`config.mk`:
```
export PLATFORM = sky130hd
export DESIGN_NAME = mem_port_arbiter
export DESIGN_NICKNAME = d
export VERILOG_FILES = /design/src/rtl/mem_port_arbiter.sv
export SDC_FILE = /design/constraint.sdc
export NUM_CORES = 1
export LEC_CHECK = 0
export CORE_ASPECT_RATIO = 0.7
export CORE_UTILIZATION = 35
export CTS_CLUSTER_DIAMETER = 40
export CTS_CLUSTER_SIZE = 28
export DETAILED_ROUTE_END_ITERATION = 16
export PLACE_DENSITY = 0.83
export SKIP_LAST_GASP = 1
export SLEW_MARGIN = 30
export SYNTH_ARGS = -nofsm -noshare
export SYNTH_HDL_FRONTEND = slang
export SYNTH_SLANG_ARGS = --single-unit
```
`constraint.sdc`:
```
create_clock -name clk -period 1.9 [get_ports clk]
set_clock_uncertainty 0.2 [all_clocks]
set_input_delay 0.19 -clock clk [delete_from_list [all_inputs] [get_ports clk]]
set_output_delay 0.19 -clock clk [all_outputs]
set_load 0.01 [all_outputs]
```
`src/rtl/mem_port_arbiter.sv`:
```
// mem_port_arbiter: shares one single-port memory between instruction fetch
// and data access. Round-robin grant, one access in flight, registered memory
// port, one-cycle done pulse with read data, watchdog abort on a silent memory.
module mem_port_arbiter #(
  parameter int ADDR_WIDTH = 32,
  parameter int DATA_WIDTH = 32,
  parameter int TIMEOUT    = 15
) (
  input  logic                  clk,
  input  logic                  reset,
  input  logic                  if_req,
  input  logic [ADDR_WIDTH-1:0] if_addr,
  output logic                  if_gnt,
  output logic                  if_done,
  input  logic                  d_req,
  input  logic                  d_we,
  input  logic [ADDR_WIDTH-1:0] d_addr,
  input  logic [DATA_WIDTH-1:0] d_wdata,
  output logic                  d_gnt,
  output logic                  d_done,
  output logic [DATA_WIDTH-1:0] rdata,
  output logic                  err,
  output logic                  mem_en,
  output logic                  mem_we,
  output logic [ADDR_WIDTH-1:0] mem_addr,
  output logic [DATA_WIDTH-1:0] mem_wdata,
  input  logic [DATA_WIDTH-1:0] mem_rdata,
  input  logic                  mem_ready,
  output logic                  owner
);

  // Counter just wide enough to hold TIMEOUT; one bit when the watchdog is off.
  localparam int CNT_W = (TIMEOUT > 0) ? $clog2(TIMEOUT + 1) : 1;
  localparam logic [CNT_W-1:0] TO_VAL = CNT_W'(TIMEOUT);

  typedef enum logic [1:0] {
    IDLE = 2'd0,
    ACC  = 2'd1,
    RESP = 2'd2
  } state_t;

  state_t           state_r;
  logic [CNT_W-1:0] cnt_r;
  logic             owner_r;   // doubles as last_owner for round-robin
  logic             pick_data_s;
  logic             timeout_s;

  // Round-robin pick: on a conflict the side that did not own the last access wins.
  always_comb begin
    pick_data_s = 1'b0;
    if (d_req && if_req) begin
      pick_data_s = ~owner_r;
    end else if (d_req) begin
      pick_data_s = 1'b1;
    end else begin
      pick_data_s = 1'b0;
    end
  end

  // Watchdog expiry; a zero TIMEOUT never expires.
  always_comb begin
    timeout_s = 1'b0;
    if (TIMEOUT > 0) begin
      timeout_s = (cnt_r == TO_VAL);
    end else begin
      timeout_s = 1'b0;
    end
  end

  assign owner = owner_r;

  // Access sequencer: state, latched request, registered memory port and responses.
  always_ff @(posedge clk or negedge reset) begin
    if (!reset) begin
      state_r   <= IDLE;
      cnt_r     <= '0;
      owner_r   <= 1'b0;
      if_gnt    <= 1'b0;
      d_gnt     <= 1'b0;
      if_done   <= 1'b0;
      d_done    <= 1'b0;
      rdata     <= '0;
      err       <= 1'b0;
      mem_en    <= 1'b0;
      mem_we    <= 1'b0;
      mem_addr  <= '0;
      mem_wdata <= '0;
    end else begin
      // Pulses default low and are raised only on the cycle they belong to.
      if_gnt  <= 1'b0;
      d_gnt   <= 1'b0;
      if_done <= 1'b0;
      d_done  <= 1'b0;
      case (state_r)
        IDLE: begin
          if (if_req || d_req) begin
            state_r   <= ACC;
            cnt_r     <= '0;
            owner_r   <= pick_data_s;
            mem_en    <= 1'b1;
            mem_we    <= pick_data_s ? d_we : 1'b0;
            mem_addr  <= pick_data_s ? d_addr : if_addr;
            mem_wdata <= pick_data_s ? d_wdata : '0;
            if_gnt    <= ~pick_data_s;
            d_gnt     <= pick_data_s;
          end else begin
            state_r <= IDLE;
          end
        end
        ACC: begin
          if (mem_ready) begin
            // A memory acknowledge beats a watchdog expiry in the same cycle.
            state_r <= RESP;
            mem_en  <= 1'b0;
            mem_we  <= 1'b0;
            rdata   <= mem_we ? '0 : mem_rdata;
            err     <= 1'b0;
            if_done <= ~owner_r;
            d_done  <= owner_r;
          end else if (timeout_s) begin
            state_r <= RESP;
            mem_en  <= 1'b0;
            mem_we  <= 1'b0;
            rdata   <= '0;
            err     <= 1'b1;
            if_done <= ~owner_r;
            d_done  <= owner_r;
          end else if (TIMEOUT > 0) begin
            cnt_r <= cnt_r + CNT_W'(1);
          end else begin
            cnt_r <= cnt_r;
          end
        end
        RESP: begin
          // Requests are not looked at here; a held request is re-sampled in IDLE.
          state_r <= IDLE;
          err     <= 1'b0;
        end
        default: begin
          state_r <= IDLE;
          mem_en  <= 1'b0;
          mem_we  <= 1'b0;
          err     <= 1'b0;
        end
      endcase
    end
  end

endmodule

```
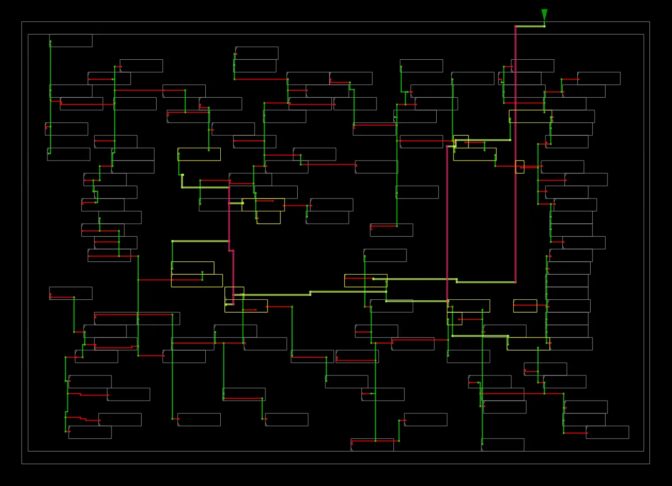
Fig. 1. Clock routing (run 1).
clk ins delay skew pair: 0.34 ns
clock group power: 1.96 mW
clk_buf instances: 11
cts bufs inserted: 9

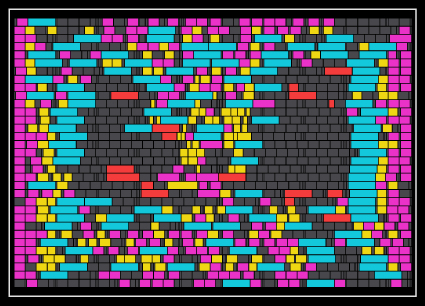
Fig. 2. Cells colored by class (run 1).
Drawn at 3 px/um. Fill, decap, tap and diode cells in gray.
legend:
  flip-flops:
    color: cyan
    cells: 110
  clock drivers and dummy loads:
    color: red
    cells: 16
  all other logic:
    color: yellow
    cells: 169
  other buffers and delay cells:
    color: magenta
    cells: 250

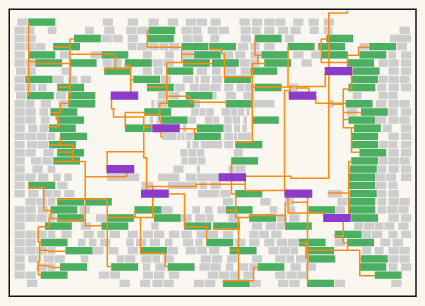
Fig. 3. Clock network drawn from the DEF (run 1).
Drawn at 3 px/um.
legend:
  cells driving clock nets:
    color: purple
    count: 9
  flip-flops:
    color: green
    count: 110
  clock wires:
    color: orange
    length: 1250 um
routed clock nets: 10
flops lie: all over the die

==> flow_metrics.env, run 1 <==
# physical design summary
export IMPL_fp_row_count=33
export IMPL_die_area_um2=12860
export IMPL_cts_max_path_buffers=2
export IMPL_tns_ns=0
export IMPL_startpoint_type="flop"
export IMPL_die_x_um=135.1
export IMPL_yosysWarningCount=0
export IMPL_place_inst=685
export IMPL_ys_seq_share_pct=63.40
export IMPL_ys_sh_adder_pct=0.2882
export IMPL_track_usage_pct=19.13
export IMPL_worst_pin_slew_ns=0.6136
export IMPL_finish_net_count=675
export IMPL_hold_buffers=1
export IMPL_top_area_share_pct=63.40
export IMPL_whs_ns=0.2012
export IMPL_ys_chip_area_um2=4342
export IMPL_powerDensity_nw_per_um2=1543
export IMPL_required_ns=1.97
export IMPL_clk_pin_slew_ns=0.07
export IMPL_ys_sh_aoi_pct=28.79
export IMPL_synthFlopType="dfrtp_1"
export IMPL_routed_wl_mm=12.16
export IMPL_hold_viol=0
export IMPL_diodes=0
export IMPL_synth_largest_area_cell="dfrtp_1"
export IMPL_crit_type="reg2reg"
export IMPL_synth_area_per_cell_um2=14.10
export IMPL_mostFrequentLayoutCells="clkdlybuf4s50_1, dfrtp_1, a22o_1"
export IMPL_clock_fmax_mhz=550.0
export IMPL_grt_first_pass_wirelength_mm=18.83
export IMPL_antenna_found_initial=0
export IMPL_stdcell_area_um2=7213
export IMPL_cp_top_family="simple AND/OR/NAND/NOR gates"
export IMPL_grt_pass1_vias=3720
export IMPL_lay_top_count="clkdlybuf4s50_1"
export IMPL_first_iter_violations=153
export IMPL_clock_sinks=110
export IMPL_grt_max_degree=111
export IMPL_mux_share_pct=0.4611
export IMPL_fill_cells=923
export IMPL_synth_cell_type_count=33
export IMPL_path_max_fanout=32
export IMPL_gp_congestion=0.7779
export IMPL_drcViolationCount=0
export IMPL_synthTopCellsByArea="dfrtp_1, a22o_1, a221o_1"
export IMPL_slew_headroom_pct=59.09
export IMPL_status="complete, no violations"
export IMPL_comb_area_um2=1376
export IMPL_fin_cells=702
export IMPL_xor_area_share_pct=0
export IMPL_cp_cell_sequence="and2b_1 -> and3_1 -> buf_4 -> a22o_1"
export IMPL_fp_util_pct=36.51
export IMPL_layout_setup_ws_ns=0.08171
export IMPL_critPathArrivalTime_ns=1.89
export IMPL_post_cts_buffers=0
export IMPL_ant_nets=0
export IMPL_grt_overflow=0
export IMPL_synth_top_cell_by_count="dfrtp_1"
export IMPL_cap_violations=0
export IMPL_portBuffers=237
export IMPL_core_area_um2=11890
export IMPL_drive_gt1_share_pct=6.055
export IMPL_io_pins=238
export IMPL_ctsResizeCount=0
export IMPL_wl_per_cell_um=17.33
export IMPL_period_needed_ns=1.818
export IMPL_simple_gate_share_pct=2.133
export IMPL_post_route_util_pct=60.66
export IMPL_cts_tree="built"
export IMPL_cp_end_kind="flop"
==> run 1: area by class of cell <==
| cell class | instances | share of cell area, % |
|---|---|---|
| Clock buffer | 11 | 3.504 |
| Inverter | 7 | 0.3643 |
| Sequential cell | 110 | 38.16 |
| Multi-Input combinational cell | 162 | 19.08 |
| Timing Repair Buffer | 250 | 35.28 |
| Clock inverter | 5 | 0.8846 |
| Tap cell | 157 | 2.723 |
==> run 1: per-layer routing <==
layer	part of all wire, %	track usage (%)	up-vias
met4	2.5	8.427	0
li1	-	-	1668
met1	41	22.91	1779
met5	0	0	-
met3	7.4	5.369	27
met2	49	32.44	176
==> run 1: report_power, final <==
part | internal (mW) | total (mW) | leakage (nW) | switching [mW]
Combinational | 3.07 | 5.17 | 1.53 | 2.10
Sequential | 3.38 | 4.00 | 1.40 | 0.619
Clock | 1.11 | 1.96 | 0.158 | 0.844
==> run 1: path summary, 6_finish.rpt <==
kind | slack [ns] | to | cells past startpoint | start
max | 0.08 | rdata[31]$_DFFE_PN0P_ | 4 | state_r[1]$_DFFE_PN0P_
min reg2reg | 0.30 | mem_wdata[11]$_DFFE_PN0P_ | 1 | mem_wdata[11]$_DFFE_PN0P_
max in group asynchronous | 0.77 | mem_wdata[2]$_DFFE_PN0P_ | 3 | reset
min in group asynchronous | 0.22 | d_gnt$_DFF_PN0_ | 3 | reset
min | 0.20 | mem_we$_DFFE_PN0P_ | 2 | d_we
max reg2reg | 0.08 | rdata[31]$_DFFE_PN0P_ | 4 | state_r[1]$_DFFE_PN0P_
==> run 1: sequential cells by signal, indices dropped and copies added, names as in the netlist <==
signal and count:
d_done 1, mem_we 1, cnt_r 4, mem_en 1
rdata 32, d_gnt 1, err 1, mem_addr 32
owner 1, state_r 2, mem_wdata 32, if_gnt 1
if_done 1
Fig. 4: run 1, the metal 2 layer
Drawn at 3 px/um. Cells faint in the background.
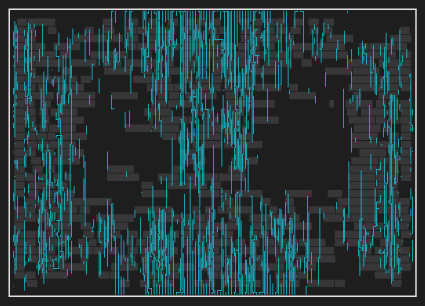

==> run 2: changes to the inputs <==
--- a/config.mk
+++ b/config.mk
@@ -6,6 +6,7 @@
 export NUM_CORES = 1
 export LEC_CHECK = 0
 export CORE_ASPECT_RATIO = 0.7
+export CORE_MARGIN = 5
 export CORE_UTILIZATION = 35
 export CTS_CLUSTER_DIAMETER = 40
 export CTS_CLUSTER_SIZE = 28
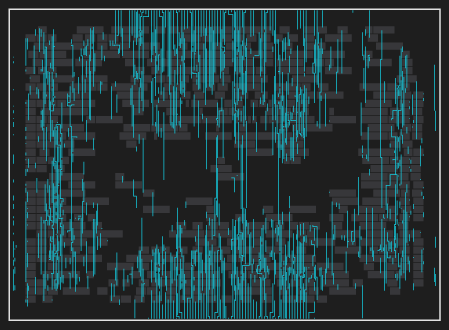
Fig. 5. The metal 2 layer (run 2).
Drawn at 3 px/um. Cells faint in the background.
nets with wire on the layer: 595
main direction: vertical
wire length on this layer: 6410 um
share of all routed wire: 49%

==> flow_metrics.env, run 2 <==
# physical design summary
export IMPL_place_inst=689
export IMPL_met1_length_mm=5.428
export IMPL_finish_net_count=674
export IMPL_min_delay_start="d_we"
export IMPL_cp_cell_sequence="and2b_1 -> and3_1 -> buf_4 -> a22o_1"
export IMPL_grtUsageMet2_pct=28.79
export IMPL_flops=110
export IMPL_period_needed_ns=1.789
export IMPL_clk_latency_ns=0.33
export IMPL_wl_met2_mm=6.411
export IMPL_grt_pass1_vias=3916
export IMPL_grt_first_pass_wirelength_mm=20.27
export IMPL_wl_per_cell_um=18.60
export IMPL_die_x_um=143.1
export IMPL_routed_wl_mm=13.13
export IMPL_antenna_found_initial=0
export IMPL_synth_top_cell_by_count="dfrtp_1"
export IMPL_top_regs="mem_addr: 32 flops, mem_wdata: 32 flops, rdata: 32 flops"
export IMPL_startpoint_type="flop"
export IMPL_hold_end="mem_we$_DFFE_PN0P_"
export IMPL_reg2reg_depth=4
export IMPL_required_ns=1.97
export IMPL_inverters=7
export IMPL_io_pins=238
export IMPL_clkbuf_count=10
export IMPL_diodes=0
export IMPL_drcViolationCount=0
export IMPL_status="complete, no violations"
export IMPL_slew_headroom_pct=59.72
export IMPL_crit_type="reg2reg"
export IMPL_worstReg2RegEnd="rdata[27]$_DFFE_PN0P_"
export IMPL_fp_row_count=34
export IMPL_gp_congestion=0.8990
export IMPL_synth_cell_type_count=33
export IMPL_tns_ns=0
export IMPL_r2r_start="state_r[1]$_DFFE_PN0P_"
export IMPL_cap_violations=0
export IMPL_r2r_slack_ns=0.11
export IMPL_drive_gt1_share_pct=5.882
export IMPL_fin_cells=706
export IMPL_core_area_um2=12290
export IMPL_top_area_share_pct=63.40
export IMPL_yosysWarningCount=0
export IMPL_final_clk_cell_share_pct=4.040
export IMPL_critPathLaunch="state_r[1]$_DFFE_PN0P_"
export IMPL_worst_pin_slew_ns=0.6042
export IMPL_clk_pin_slew_ns=0.07
export IMPL_first_iter_violations=167
export IMPL_hold_viol=0
export IMPL_grt_max_degree=111
export IMPL_logic_gates=162
export IMPL_track_usage_pct=17.35
export IMPL_clock_fmax_mhz=559.0
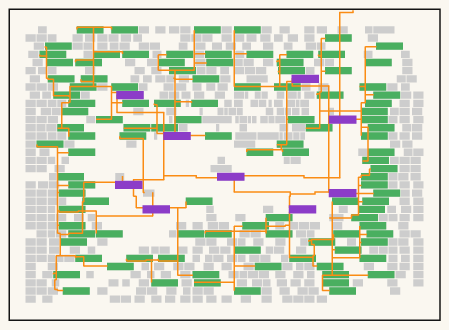
Fig. 6. Clock network drawn from the DEF (run 2).
Drawn at 3 px/um.
legend:
  flip-flops:
    color: green
    count: 110
  cells driving clock nets:
    color: purple
    count: 9
  clock wires:
    color: orange
    length: 1280 um
flops lie: all over the die

==> run 2: cell count changes in the layout (fill, tap and decap cells not counted) <==
cell,before,now
clkinv_4,0,2
buf_4,7,6
bufinv_16,1,0
clkbuf_8,2,1
==> run 2: kinds of logic (layout without fill, tap and decap cells) <==
| group | count (synthesis) | in the layout | synth area share (%) |
|---|---|---|---|
| fa+ha+maj | 1 | 1 | 0.2881 |
| simple gates | 17 | 17 | 2.133 |
| compound gates | 142 | 142 | 28.79 |
| buf+inv | 36 | 272 | 4.928 |
| mux | 2 | 2 | 0.4611 |
| flops | 110 | 110 | 63.40 |
==> run 2: stage by stage <==
stage	setup WS [ns]	power [mW]	hold slack [ns]	util, %
3_5_place_dp	-0.002135	9.259	0.1148	56.00
6_report	0.1112	11.02	0.2167	58.45
2_1_floorplan	0.08401	6.340	-0.3056	-
5_1_grt	0.005170	11.68	0.2142	58.45
4_1_cts	0.1074	11.17	0.1993	58.45
3_3_place_gp	0.04816	9.105	0.1012	56.00
==> run 2: how the worst max path moves through the flow <==
stage | to | cells past startpoint | slack (ns)
3_5_place_dp | mem_addr[11]$_DFFE_PN0P_ | 5 | -0.002
6_report | rdata[27]$_DFFE_PN0P_ | 4 | 0.11
4_1_cts | rdata[27]$_DFFE_PN0P_ | 4 | 0.11
3_3_place_gp | mem_addr[11]$_DFFE_PN0P_ | 5 | 0.05
2_1_floorplan | rdata[0]$_DFFE_PN0P_ | 6 | 0.08
5_1_grt | rdata[4]$_DFFE_PN0P_ | 4 | 0.005
==> run 2: where the power goes <==
part           total, mW  switching [mW]  internal, mW
sequential          4.00           0.623          3.38
clock               1.82           0.873         0.948
combinational       5.19            2.12          3.07
total               11.0            3.61          7.40
==> run 2: repair_timing <==
item,CTS,global route
resized,0,0
hold buffers,1,0
endpoints found under the hold margin,110,0
==> run 3: changes to the inputs <==
--- a/config.mk
+++ b/config.mk
@@ -6,10 +6,10 @@
 export NUM_CORES = 1
 export LEC_CHECK = 0
 export CORE_ASPECT_RATIO = 0.7
-export CORE_MARGIN = 5
+export CORE_MARGIN = 10
 export CORE_UTILIZATION = 35
 export CTS_CLUSTER_DIAMETER = 40
-export CTS_CLUSTER_SIZE = 28
+export CTS_CLUSTER_SIZE = 30
 export DETAILED_ROUTE_END_ITERATION = 16
 export PLACE_DENSITY = 0.83
 export SKIP_LAST_GASP = 1
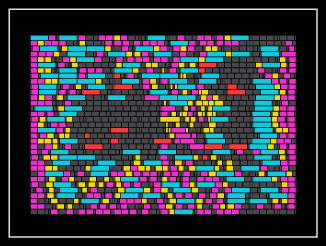
Fig. 7. Cells colored by class (run 3).
Drawn at 2 px/um. Fill, decap, tap and diode cells in gray.
core area: 11930 um2
# rows: 33
Design Area, Final: 7199 um2
fin util: 60.33%

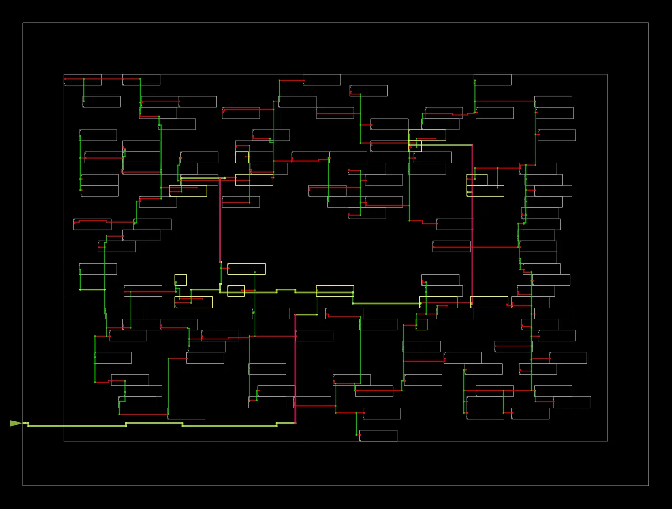
Fig. 8. Clock routing (run 3).
clock group power: 1.79 mW
Clock Sinks: 110
clk_buf instances: 10

==> flow_metrics.env, run 3 <==
# physical design summary
export IMPL_first_iter_violations=162
export IMPL_firstDrtPassIters=4
export IMPL_r2r_slack_ns=0.14
export IMPL_clock_fmax_mhz=567.8
export IMPL_cap_violations=0
export IMPL_setup_viol=0
export IMPL_yosysWarningCount=0
export IMPL_required_ns=1.91
export IMPL_min_delay_start="d_we"
export IMPL_top_area_share_pct=63.40
export IMPL_gp_congestion=0.7567
export IMPL_met1_length_mm=5.888
export IMPL_simple_gate_share_pct=2.133
export IMPL_hold_path_class="in2reg"
export IMPL_place_inst=686
export IMPL_antenna_found_initial=0
export IMPL_die_x_um=153.1
export IMPL_grt_max_degree=111
export IMPL_met3_usage_pct=7.113
export IMPL_whs_ns=0.2070
export IMPL_hold_buffers=1
export IMPL_netlist_logic_family_top="AND-OR/OR-AND gates"
export IMPL_hold_viol=0
export IMPL_status="complete, no violations"
export IMPL_reg2reg_depth=4
export IMPL_wl_met2_mm=7.119
export IMPL_dp_slack_ns=-0.02119
export IMPL_finish_net_count=676
export IMPL_fin_cells=702
export IMPL_r2r_start="state_r[1]$_DFFE_PN0P_"
export IMPL_hold_end="mem_we$_DFFE_PN0P_"
export IMPL_grt_pass1_vias=4046
export IMPL_diodes=0
export IMPL_ys_sh_adder_pct=0.2882
export IMPL_wl_per_cell_um=20.76
export IMPL_tns_ns=0
export IMPL_worst_pin_slew_ns=0.5771
export IMPL_synth_largest_area_cell="dfrtp_1"
export IMPL_clk_latency_ns=0.34
export IMPL_mux_share_pct=0.4611
export IMPL_grt_first_pass_wirelength_mm=22.95
export IMPL_numSynthFlops=110
export IMPL_top_regs="mem_addr: 32 flops, mem_wdata: 32 flops, rdata: 32 flops"
export IMPL_mostFrequentLayoutCells="clkdlybuf4s50_1, dfrtp_1, a22o_1"
export IMPL_layout_setup_ws_ns=0.1387
export IMPL_highest_layer="met4"
export IMPL_track_usage_pct=16.23
export IMPL_period_needed_ns=1.761
export IMPL_ys_sh_aoi_pct=28.79
export IMPL_slew_headroom_pct=61.53
export IMPL_worstReg2RegEnd="mem_addr[13]$_DFFE_PN0P_"
export IMPL_power_total_mw=11.10
export IMPL_clk_pin_slew_ns=0.07
export IMPL_synthFlopType="dfrtp_1"
export IMPL_ctsResizeCount=0
export IMPL_crit_type="reg2reg"
export IMPL_startpoint_type="flop"
export IMPL_fill_cells=906
export IMPL_io_pins=238
export IMPL_drive_gt1_share_pct=6.055
export IMPL_synth_cell_type_count=33
export IMPL_synth_top_cell_by_count="dfrtp_1"
export IMPL_xor_area_share_pct=0
export IMPL_routed_wl_mm=14.57
export IMPL_grtUsageMet2_pct=27.11
export IMPL_drcViolationCount=0
export IMPL_met1_usage_pct=18.67
-- run 3: netlist changes by cell type in the layout (fill, tap and decap cells not counted) --
cell        before  now
inv_6            2    0
buf_4            6    7
clkinvlp_4       0    2
clkinv_2         1    0
buf_12           6    7
-- run 3: where the power goes --
group          leakage, nW  internal [mW]  switching, mW  total [mW]
sequential            1.40           3.38          0.611        3.99
combinational         1.54           3.10           2.21        5.32
clock                0.133          0.933          0.856        1.79
total                 3.07           7.42           3.68        11.1
-- run 3: worst max-delay path: stages, from the launching register on --
cell and delay, ns:
dfrtp_1 0.46, nor2_2 0.17, buf_4 0.33, a21boi_0 0.18, a221o_1 0.29
-- run 3: how the worst max path moves through the flow --
stage                                to  cells after the start  slack [ns]                    from
5_1_grt        mem_addr[13]$_DFFE_PN0P_                      4        0.03  state_r[1]$_DFFE_PN0P_
2_1_floorplan      rdata[0]$_DFFE_PN0P_                      6        0.08    cnt_r[0]$_DFFE_PN0P_
6_report       mem_addr[13]$_DFFE_PN0P_                      4        0.14  state_r[1]$_DFFE_PN0P_
4_1_cts                           owner                      1        0.11       owner$_DFFE_PN0P_
3_5_place_dp   mem_addr[16]$_DFFE_PN0P_                      5       -0.02                   d_req
3_3_place_gp   mem_addr[14]$_DFFE_PN0P_                      5        0.06                  if_req
-- run 3: final cells by class --
| cell class | instances | area, um2 | share of cell area [%] |
|---|---|---|---|
| clock buffer | 10 | 239.0 | 3.319 |
| clock inverter | 5 | 43.79 | 0.6083 |
| timing repair buffer | 251 | 2565 | 35.63 |
| sequential | 110 | 2753 | 38.23 |
| tap | 157 | 196.4 | 2.729 |
| inverter | 7 | 26.28 | 0.3650 |
| multi-input combinational | 162 | 1376 | 19.12 |

==> gallery <==
Wires at chosen ports, followed through buffers.
(a)
Drawn at 2 px/um.
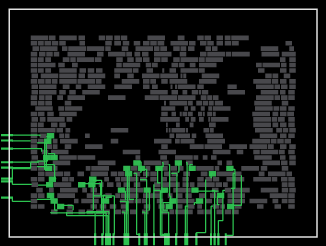
(b)
Drawn at 3 px/um.
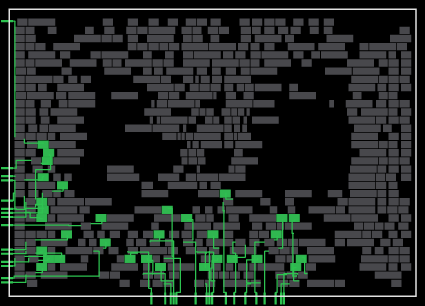
Run 1 is (b).
Run 3 is (a).

Key to (b):
legend:
  d_addr:
    color: green
    direction: input
    end_cells: 32
    buffers: 32
    wire: 722 um

Power is estimated from default activity; no workload was simulated.
